==> images/layer_met1.png <==
Supply wires on this layer in gray.
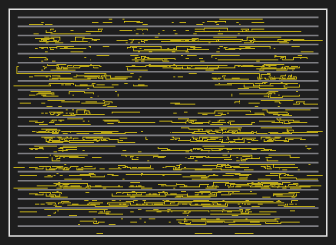
==> images/io_fan.png <==
The bar under the picture is 20 microns long.
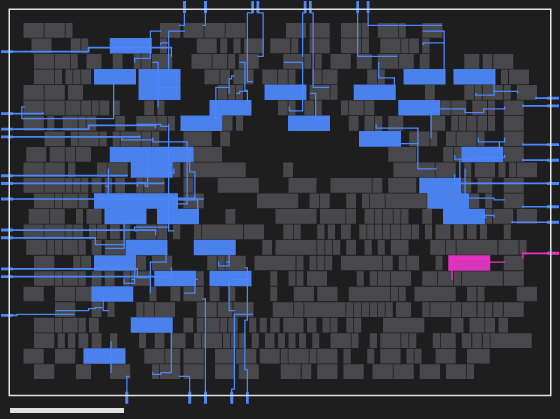
==> images/wires.png <==
Only two layers are drawn.
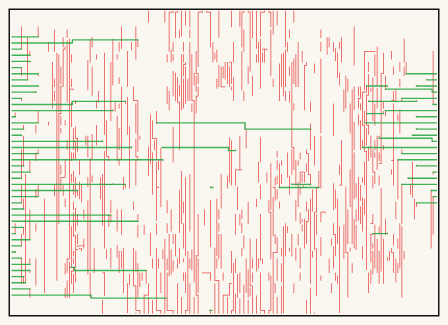
==> images/clocks.png <==
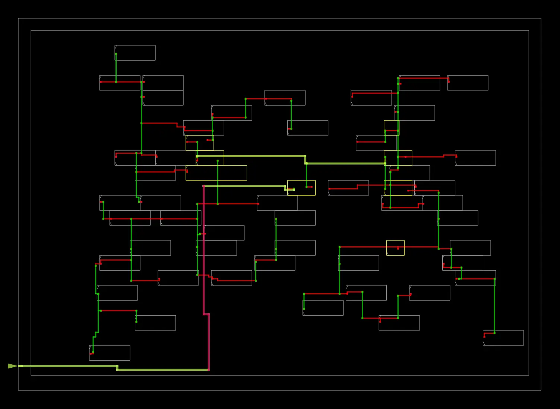
==> images/detail.png <==
The bar under the picture is 10 microns long. Window x 32 to 62, y 19 to 49 microns. Cells in gray, sequential cells in the stronger gray; small squares are vias.
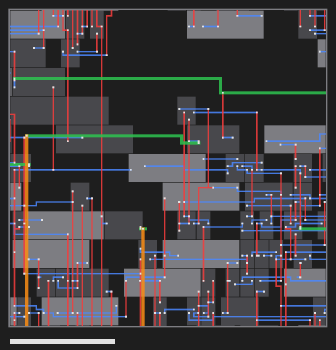
$ cat config.mk
export PLATFORM = sky130hd
export DESIGN_NAME = regfile_write_arbiter
export DESIGN_NICKNAME = d
export VERILOG_FILES = /design/src/rtl/regfile_write_arbiter.sv
export SDC_FILE = /design/constraint.sdc
export NUM_CORES = 1
export LEC_CHECK = 0
export ABC_AREA = 1
export ABC_CLOCK_PERIOD_IN_PS = 3200
export CAP_MARGIN = 20
export CORE_ASPECT_RATIO = 0.7
export CORE_MARGIN = 2
export CORE_UTILIZATION = 43
export DETAILED_ROUTE_END_ITERATION = 8
export GPL_ROUTABILITY_DRIVEN = 0
export PLACE_DENSITY = 0.85
export SLEW_MARGIN = 5
export SYNTH_ARGS = -nofsm -noshare
export SYNTH_HDL_FRONTEND = slang
export SYNTH_SLANG_ARGS = --single-unit
$ cat constraint.sdc
create_clock -name clk -period 3.2 [get_ports clk]
set_clock_uncertainty 0.2 [all_clocks]
set_input_delay 0.64 -clock clk [delete_from_list [all_inputs] [get_ports clk]]
set_output_delay 0.64 -clock clk [all_outputs]
set_load 0.01 [all_outputs]
$ cat src/rtl/regfile_write_arbiter.sv
// regfile_write_arbiter: owns the register file write port.
// Zero-sweeps all registers after reset, then round-robins two writers.
module regfile_write_arbiter #(
  parameter int NUM_REGS = 64,
  parameter int ADDR_W   = 6,
  parameter int DATA_W   = 32
) (
  input  logic              clk,
  input  logic              rst_n,
  input  logic              req0_valid,
  input  logic [ADDR_W-1:0] req0_addr,
  input  logic [DATA_W-1:0] req0_data,
  output logic              req0_ready,
  input  logic              req1_valid,
  input  logic [ADDR_W-1:0] req1_addr,
  input  logic [DATA_W-1:0] req1_data,
  output logic              req1_ready,
  output logic              rf_write,
  output logic [ADDR_W-1:0] rf_rd_addr,
  output logic [DATA_W-1:0] rf_data,
  output logic              init_done,
  output logic              last_grant
);

  typedef enum logic {
    S_INIT = 1'b0,
    S_RUN  = 1'b1
  } state_t;

  localparam logic [ADDR_W-1:0] LAST_ADDR =
    ADDR_W'(NUM_REGS - 1);

  state_t            r_state;
  logic [ADDR_W-1:0] r_cnt;
  logic              r_prio;

  logic w_run;
  logic w_both;
  logic w_gnt0;
  logic w_gnt1;

  // A grant offered while rst_n is low would be lost, so gate it.
  assign w_run  = rst_n && (r_state == S_RUN);
  assign w_both = req0_valid && req1_valid;
  assign w_gnt0 = w_run && req0_valid
               && (!req1_valid || !r_prio);
  assign w_gnt1 = w_run && req1_valid
               && (!req0_valid || r_prio);

  assign req0_ready = w_gnt0;
  assign req1_ready = w_gnt1;

  // Sweep/arbitrate FSM; all register-file outputs are registered.
  always_ff @(posedge clk) begin
    if (!rst_n) begin
      r_state    <= S_INIT;
      r_cnt      <= '0;
      r_prio     <= 1'b0;
      rf_write   <= 1'b0;
      rf_rd_addr <= '0;
      rf_data    <= '0;
      init_done  <= 1'b0;
      last_grant <= 1'b0;
    end else begin
      unique case (r_state)
        S_INIT: begin
          rf_write   <= 1'b1;
          rf_rd_addr <= r_cnt;
          rf_data    <= '0;
          r_cnt      <= r_cnt + ADDR_W'(1);
          if (r_cnt == LAST_ADDR) begin
            r_state   <= S_RUN;
            init_done <= 1'b1;
          end
        end
        S_RUN: begin
          unique case (1'b1)
            w_gnt0: begin
              rf_write   <= 1'b1;
              rf_rd_addr <= req0_addr;
              rf_data    <= req0_data;
              last_grant <= 1'b0;
            end
            w_gnt1: begin
              rf_write   <= 1'b1;
              rf_rd_addr <= req1_addr;
              rf_data    <= req1_data;
              last_grant <= 1'b1;
            end
            default: begin
              rf_write <= 1'b0;
            end
          endcase
          if (w_both) begin
            r_prio <= ~r_prio;
          end
        end
        default: begin
          r_state <= S_INIT;
        end
      endcase
    end
  end

endmodule
==> results.sh <==
# implementation run metrics
export IMPL_slew_headroom_pct=60.34
export IMPL_synth_warnings=0
export IMPL_dr_pass1_iters=4
export IMPL_simple_gate_share_pct=36.20
export IMPL_hold_violations=0
export IMPL_ys_cells=369
export IMPL_hold_depth=2
export IMPL_fin_crit_ps=3108
export IMPL_tns_ps=0
export IMPL_final_common_cell="clkdlybuf4s50_1"
export IMPL_ir_worst_vdd_v=0.0002453
export IMPL_hold_buffers=0
export IMPL_max_cap_viol_count=0
export IMPL_drive_gt1_share_pct=4.141
export IMPL_power_density_mw_per_mm2=317.5
export IMPL_route_detailed_drc=0
export IMPL_synthCells=369
export IMPL_start_kind="primary input"
export IMPL_hp_class="flip-flop to flip-flop"
export IMPL_highest_layer="met4"
export IMPL_endpoint_kind="output port"
export IMPL_worst_pin_slew_ps=594.2
export IMPL_outcome="complete, no violations"
export IMPL_crit_chain="clkdlybuf4s50_1 -> nand2_1 -> nor2_4 -> nand2_2 -> inv_2 -> clkdlybuf4s50_1"
export IMPL_die_h_microns=67.48
export IMPL_met2_usage_pct=37.32
export IMPL_antenna_found_initial=0
export IMPL_drtAntennaViolNets=0
export IMPL_wl_met2_mm=3.115
export IMPL_cts_setup_buffers=0
export IMPL_cpMostUsedCell="clkdlybuf4s50_1"
export IMPL_crit_family="buffers and inverters"
export IMPL_final_nets=563
export IMPL_m1WireLength_mm=3.017
export IMPL_ys_types=20
export IMPL_combinationalPowerShare_pct=13.4
export IMPL_grt_pass1_vias=2441
export IMPL_hold_slack_ps=267.9
-- layer_met1.png (at the start) --
nets with wire on the layer: 486
wire length on this layer: 3020 microns
grt met1 use: 26.29%
via count: 2685
wirelength, routed: 6.830 mm

-- io_fan.png (at the start) --
[`rf_data`] blue | bits: 32 | direction: output | edge: 12 left, 8 top, 7 right, 5 bottom | end cells: 32 | buffers: 32 | wire: 881 microns
[`init_done`] magenta | bits: 1 | direction: output | edge: right | end cells: 1 | buffers: 1 | wire: 18.8 microns
Ports: 123
buffers added on ports: 122

-- wires.png (at the start) --
[metal 2] red | wire length: 3120 microns
[metal 3] green | wire length: 636 microns
Wirelength per Cell: 12.24 microns
gr usage total: 21.82%

-- clocks.png (at the start) --
flip-flops: 49
cts bufs inserted: 5

-- detail.png (at the start) --
[metal 2] red
[metal 4] orange
[metal 1] blue
[metal 3] green
cells with their middle in the window: 54
most frequent: dfxtp_1 (11), nand2_1 (10), a21oi_1 (8)
sequential cells in the window: 11
netlist names of flops here include: `r_cnt` (4), `rf_data` (4), `rf_rd_addr` (2)

==> sequential cells by signal (all words and copies together), names as in the netlist <==
name / count
rf_data: 32
r_cnt: 6
rf_rd_addr: 6
init_done: 1
last_grant: 1
r_prio: 1
r_state: 1
rf_write: 1
==> stage by stage <==
stage,cell area [sq um],power (mW),instances,worst slack (ps),util [%]
after floorplan,2475,0.6845,369,1156,-
after global placement,3750,0.7963,550,195.0,66.48
after detailed placement,3750,0.7983,550,108.6,66.48
after CTS,3865,1.237,558,99.81,68.52
after global routing,3865,1.283,558,28.24,68.52
final,3865,1.227,558,92.06,68.52
==> synthesized netlist by cell type, drive strengths merged <==
| master | n | share of area (%) |
|---|---|---|
| nor2 | 10 | 1.8 |
| nor3 | 1 | 0.20 |
| dfxtp | 49 | 40 |
| clkbuf | 10 | 1.5 |
| buf | 13 | 2.7 |
| o22ai | 2 | 0.51 |
| o21ai | 8 | 1.6 |
| a211oi | 1 | 0.30 |
| nand3b | 32 | 9.7 |
| inv | 54 | 8.2 |
| o21a | 1 | 0.30 |
| nand2 | 102 | 16 |
| nand3 | 43 | 8.9 |
| a21oi | 42 | 8.5 |
| ha | 1 | 0.51 |
==> kinds of logic after synthesis <==
kind of cell | count (synthesis)
adders and majority gates | 1
and+or+nand+nor | 188
buffers and inverters | 77
DFF | 49
AOI/OAI and AO/OA | 54
==> final timing paths <==
check	from	endpoint
hold reg to reg	rf_data[12]	rf_data[12]
setup / recovery	rst_n	req1_ready
hold / removal	rf_data[12]	rf_data[12]
setup reg to reg	r_state	rf_data[17]
==> layout make-up <==
cell class / count / share of cell area [%]
Sequential cell: 49 / 25.38
Tap cell: 75 / 2.428
Timing Repair Buffer: 129 / 33.28
Clock inverter: 3 / 1.198
Multi-Input combinational cell: 243 / 30.69
Clock buffer: 5 / 1.781
Inverter: 54 / 5.244
Power is estimated from default activity; no workload was simulated.
